Signal wires on met1:
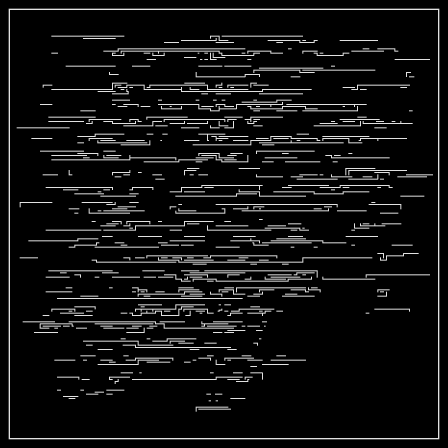
Routing congestion map:
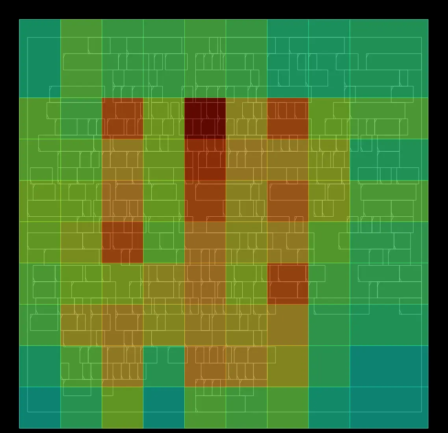
Signal wires on met3:
The bar under the picture is 20 microns long. Cells faint in the background.
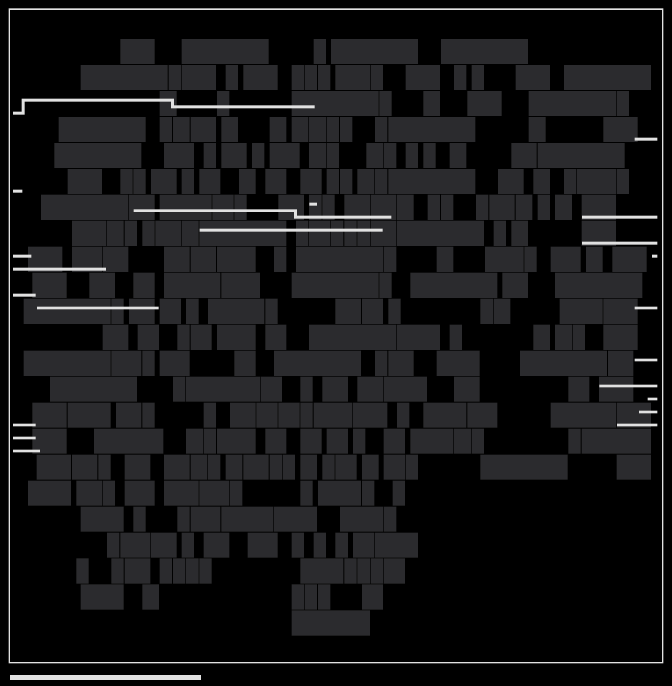
Metal 2:
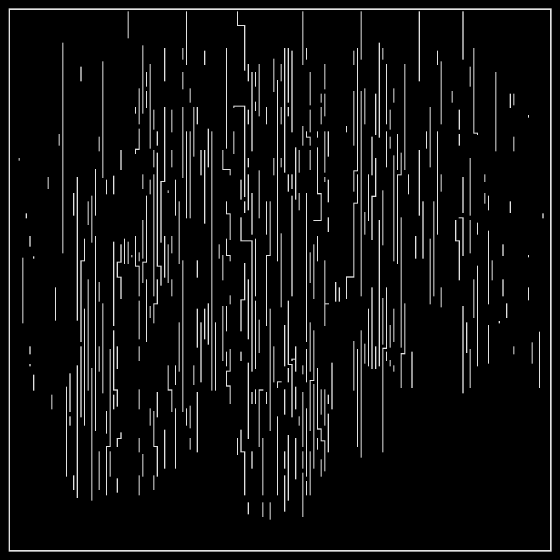
Where the registers sit:
The bar under the picture is 20 microns long. Other sequential cells in the stronger gray, the rest of the logic in the fainter gray.
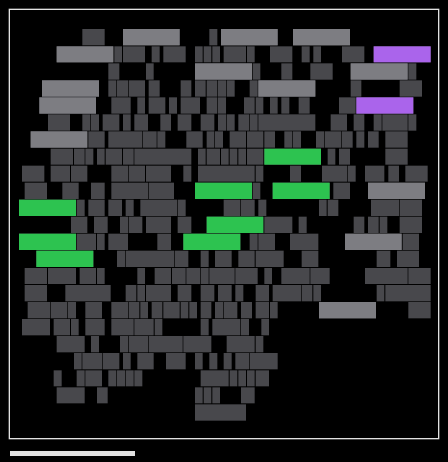
[src/rtl/calc_pkg.sv]
// Shared calculator types and constants.
// Used by the digit accumulator and the radix MAC.
package calc_pkg;

    typedef enum logic [1:0] {
        IDLE  = 2'd0,
        ENTRY = 2'd1,
        HOLD  = 2'd2
    } state_t;

    localparam int DEF_RADIX = 10;

    // Largest magnitude an operand of out_w bits may hold.
    function automatic logic [63:0] calc_limit(
        input int out_w,
        input bit signed_mode
    );
        logic [63:0] one;
        one = 64'd1;
        if (signed_mode)
            return (one << (out_w - 1)) - one;
        return (one << out_w) - one;
    endfunction

endpackage

[src/rtl/radix_mac.sv]
// Combinational acc*RADIX+digit with limit and legality check.
// Product is kept OUT_W+IN_W wide so it cannot wrap before the compare.
module radix_mac
    import calc_pkg::*;
#(
    parameter int IN_W   = 4,
    parameter int OUT_W  = 8,
    parameter int RADIX  = DEF_RADIX,
    parameter bit SIGNED = 1'b1
) (
    input  logic [OUT_W-1:0] acc,
    input  logic [IN_W-1:0]  digit,
    output logic [OUT_W-1:0] next_acc,
    output logic             reject
);

    localparam int PW = OUT_W + IN_W;
    localparam logic [PW-1:0] RAD_W = PW'(RADIX);
    localparam logic [PW-1:0] LIM_W = PW'(calc_limit(OUT_W, SIGNED));
    localparam logic [IN_W:0] RAD_D = (IN_W + 1)'(RADIX);

    logic [PW-1:0] wide;
    logic          illegal;
    logic          over;

    always_comb begin
        wide    = {{IN_W{1'b0}}, acc} * RAD_W
                + {{OUT_W{1'b0}}, digit};
        illegal = {1'b0, digit} >= RAD_D;
        over    = wide > LIM_W;
        reject  = illegal || over;
        next_acc = wide[OUT_W-1:0];
    end

endmodule

[src/rtl/digit_accumulator.sv]
// Keypad digit stream to binary operand, with sign entry.
// Value is presented on a valid/ready port until taken.
module digit_accumulator
    import calc_pkg::*;
#(
    parameter int IN_W       = 4,
    parameter int OUT_W      = 8,
    parameter int RADIX      = DEF_RADIX,
    parameter int MAX_DIGITS = 3,
    parameter bit SIGNED     = 1'b1,
    localparam int CW        = $clog2(MAX_DIGITS + 1)
) (
    input  logic             clk,
    input  logic             rst_n,
    input  logic [IN_W-1:0]  digit_in,
    input  logic             digit_valid,
    output logic             digit_ready,
    input  logic             neg_toggle,
    input  logic             commit,
    input  logic             clear,
    output logic [OUT_W-1:0] value_out,
    output logic             value_valid,
    input  logic             value_ready,
    output logic [CW-1:0]    digit_count,
    output logic             neg,
    output logic             err
);

    state_t           state_q;
    state_t           state_n;
    logic [OUT_W-1:0] acc_q;
    logic [OUT_W-1:0] acc_n;
    logic [CW-1:0]    cnt_n;
    logic             neg_n;
    logic             err_n;
    logic [OUT_W-1:0] vout_n;
    logic             vvalid_n;
    logic [OUT_W-1:0] mac_acc;
    logic             mac_rej;
    logic             take;

    radix_mac #(
        .IN_W  (IN_W),
        .OUT_W (OUT_W),
        .RADIX (RADIX),
        .SIGNED(SIGNED)
    ) u_mac (
        .acc     (acc_q),
        .digit   (digit_in),
        .next_acc(mac_acc),
        .reject  (mac_rej)
    );

    assign digit_ready = rst_n && (state_q != HOLD)
                       && (digit_count < CW'(MAX_DIGITS))
                       && !clear;
    assign take = digit_valid && digit_ready;

    always_ff @(posedge clk or negedge rst_n) begin
        if (!rst_n) begin
            state_q     <= IDLE;
            acc_q       <= '0;
            digit_count <= '0;
            neg         <= 1'b0;
            err         <= 1'b0;
            value_out   <= '0;
            value_valid <= 1'b0;
        end else begin
            state_q     <= state_n;
            acc_q       <= acc_n;
            digit_count <= cnt_n;
            neg         <= neg_n;
            err         <= err_n;
            value_out   <= vout_n;
            value_valid <= vvalid_n;
        end
    end

    always_comb begin
        state_n  = state_q;
        acc_n    = acc_q;
        cnt_n    = digit_count;
        neg_n    = neg;
        err_n    = err;
        vout_n   = value_out;
        vvalid_n = value_valid;
        if (clear) begin
            state_n  = IDLE;
            acc_n    = '0;
            cnt_n    = '0;
            neg_n    = 1'b0;
            err_n    = 1'b0;
            vout_n   = '0;
            vvalid_n = 1'b0;
        end else begin
            case (state_q)
                HOLD: begin
                    if (value_ready) begin
                        state_n  = IDLE;
                        acc_n    = '0;
                        cnt_n    = '0;
                        neg_n    = 1'b0;
                        vvalid_n = 1'b0;
                    end
                end
                default: begin
                    if (take) begin
                        if (mac_rej) begin
                            err_n = 1'b1;
                        end else begin
                            acc_n   = mac_acc;
                            cnt_n   = digit_count + 1'b1;
                            state_n = ENTRY;
                        end
                    end
                    if (neg_toggle && SIGNED)
                        neg_n = ~neg;
                    // same-cycle digit and sign are part of the result
                    if (commit) begin
                        vout_n   = neg_n ? (~acc_n + 1'b1) : acc_n;
                        vvalid_n = 1'b1;
                        state_n  = HOLD;
                    end
                end
            endcase
        end
    end

endmodule

[config.mk]
export PLATFORM = sky130hd
export DESIGN_NAME = digit_accumulator
export DESIGN_NICKNAME = d
export VERILOG_FILES = /design/src/rtl/calc_pkg.sv /design/src/rtl/radix_mac.sv /design/src/rtl/digit_accumulator.sv
export SDC_FILE = /design/constraint.sdc
export NUM_CORES = 1
export LEC_CHECK = 0
export ABC_AREA = 1
export CORE_UTILIZATION = 40
export CTS_BUF_LIST = sky130_fd_sc_hd__clkbuf_16
export CTS_CLUSTER_SIZE = 8
export DETAILED_ROUTE_END_ITERATION = 16
export PLACE_DENSITY = 0.66
export SLEW_MARGIN = 10
export SYNTH_ARGS = -nofsm -noshare
export SYNTH_HDL_FRONTEND = slang
export SYNTH_SLANG_ARGS = --single-unit
[constraint.sdc]
create_clock -name clk -period 2.9 [get_ports clk]
set_input_delay 0.58 -clock clk [delete_from_list [all_inputs] [get_ports clk]]
set_output_delay 0.58 -clock clk [all_outputs]
set_load 0.05 [all_outputs]
==> summary.txt <==
Async S/R FF share, synth: 100%
number of top-level pins: 25
fin util: 59.6%
Syn Inst Count: 226
die span in y: 68.3 microns
worst setup margin: 0.0109 ns
cts hold-fix bufs: 0
Net Sw Frac: 33.6%
total negative slack: 0 ns
share of cells above drive strength 1: 26.7%
overflow left after global routing: 0
placed instance area: 2290 sq um
slew margin rel.: 57.1%
Log Warnings: 28
H-tree depth: 1
worst-path cell chain: ha_1 -> ha_2 -> inv_2 -> fa_2 -> inv_2 -> nand2_2 -> nand2_2 -> nand2_2 -> nand2_2 -> nand3_2 -> nor2_4 -> nand4_4 -> o21ai_2 -> buf_4 -> nand2_2 -> nor2_4 -> nand2_1 -> nand2_1 -> nand2_1 -> nand3_1 -> nand2_1
Yosys warning count: 0
Worst setup EP type: register
PD cells: 406 nW/um^2
fin crit period: 2.89 ns
fin nets: 316
Post-Layout Cell Count: 335
Hold Vio Cnt, Final: 0
Seq cells post-synth: 23
worst-path maximum fanout: 7
1st-iter DRT viols: 38
comb area leader: simple AND/OR/NAND/NOR gates
Layout fillers: 378
mux share of post-synthesis cell area: 0%
Synth Area in XOR/XNOR: 2.99%
HP Class: reg2reg
Rows: 23
post-layout period usage: 99.6%
Synth Seq Share: 32.8%
antenna-violating nets left: 0
DRC Markers: 0
Crit path top cell by count: nand2_2
Largest regs: acc_q: 8 flops, value_out: 8 flops
Dominant flop cell: dfrtp_1
flip-flops with a built-in enable: 0
Worst Path Required: 3.05 ns
Post-Route WL: 4060 microns
Synth top cell by count: nand2_1
Mapped Area: 1760 sq um
max-cap violations: 0
outcome: finished clean
DR pass1 iterations: 4
## Picture notes: 'signal wires on met1'
main direction: horizontal
longest straight run: 29.4 microns
wire length on this layer: 1990 microns

## Picture notes: 'routing congestion map'
grt peak-use layer: met2
wire length per cell: 12.1 microns

## Picture notes: 'signal wires on met3'
main direction: horizontal
wire length on this layer: 146 microns
nets with wire on the layer: 21
share of all routed wire: 3.6%
longest straight run: 18.9 microns

## Picture notes: 'metal 2'
nets with wire on the layer: 269
share of all routed wire: 47%

## Picture notes: 'where the registers sit'
[purple] state_q | placed flops: 2
[green] acc_q | placed flops: 8
not colored: 13

==> cell type report <==
type / instances / area (sq um) / share of cell area, %
Inverter: 40 / 153 / 6.23
Multi-Input combinational cell: 161 / 1070 / 43.8
Timing Repair Buffer: 57 / 505 / 20.6
Clock inverter: 1 / 5.00 / 0.204
Tap cell: 50 / 62.6 / 2.55
Sequential cell: 23 / 576 / 23.5
Clock buffer: 3 / 75.1 / 3.06
==> worst paths after layout <==
kind / from / endpoint / slack, ns / cells after the start
worst min register to register: value_out[4] / value_out[4] / 0.48 / 2
worst max register to register: acc_q[1] / value_out[7] / 0.01 / 21
max in group asynchronous: rst_n / acc_q[0] / 1.92 / 2
worst max-delay path: acc_q[1] / value_out[7] / 0.01 / 21
worst min-delay path: value_out[4] / value_out[4] / 0.48 / 2
min in group asynchronous: rst_n / err / 0.73 / 2
==> placed cells by master (no fill, tap or decap), types with 3 or more instances in the layout <==
master / n
dfrtp_1: 23
clkbuf_16: 3
nor2_1: 11
nand2_4: 3
nand3_1: 13
clkdlybuf4s50_1: 23
clkinv_2: 3
inv_2: 5
xor2_1: 4
o21ai_0: 6
o22ai_1: 6
nand2_1: 50
buf_4: 31
a21oi_1: 7
nand4_1: 6
ha_1: 15
inv_1: 32
nand2_2: 11
==> layer usage <==
layer	vias to the layer above	part of all wire (%)	GRT usage [%]
met3	2	3.6	3.67
met4	0	0.25	3.13
met2	24	47	31.6
met5	-	0	0
met1	764	49	25.3
li1	855	-	-
==> power groups by stage <==
stage,Sequential (mW),Combinational (mW),Clock [mW]
6_report,0.355,0.337,0.303
5_1_grt,0.358,0.374,0.321
4_1_cts,0.355,0.331,0.310
3_5_place_dp,0.361,0.321,0
3_3_place_gp,0.361,0.317,0
2_1_floorplan,0.416,0.141,0
Power is estimated from default activity; no workload was simulated.
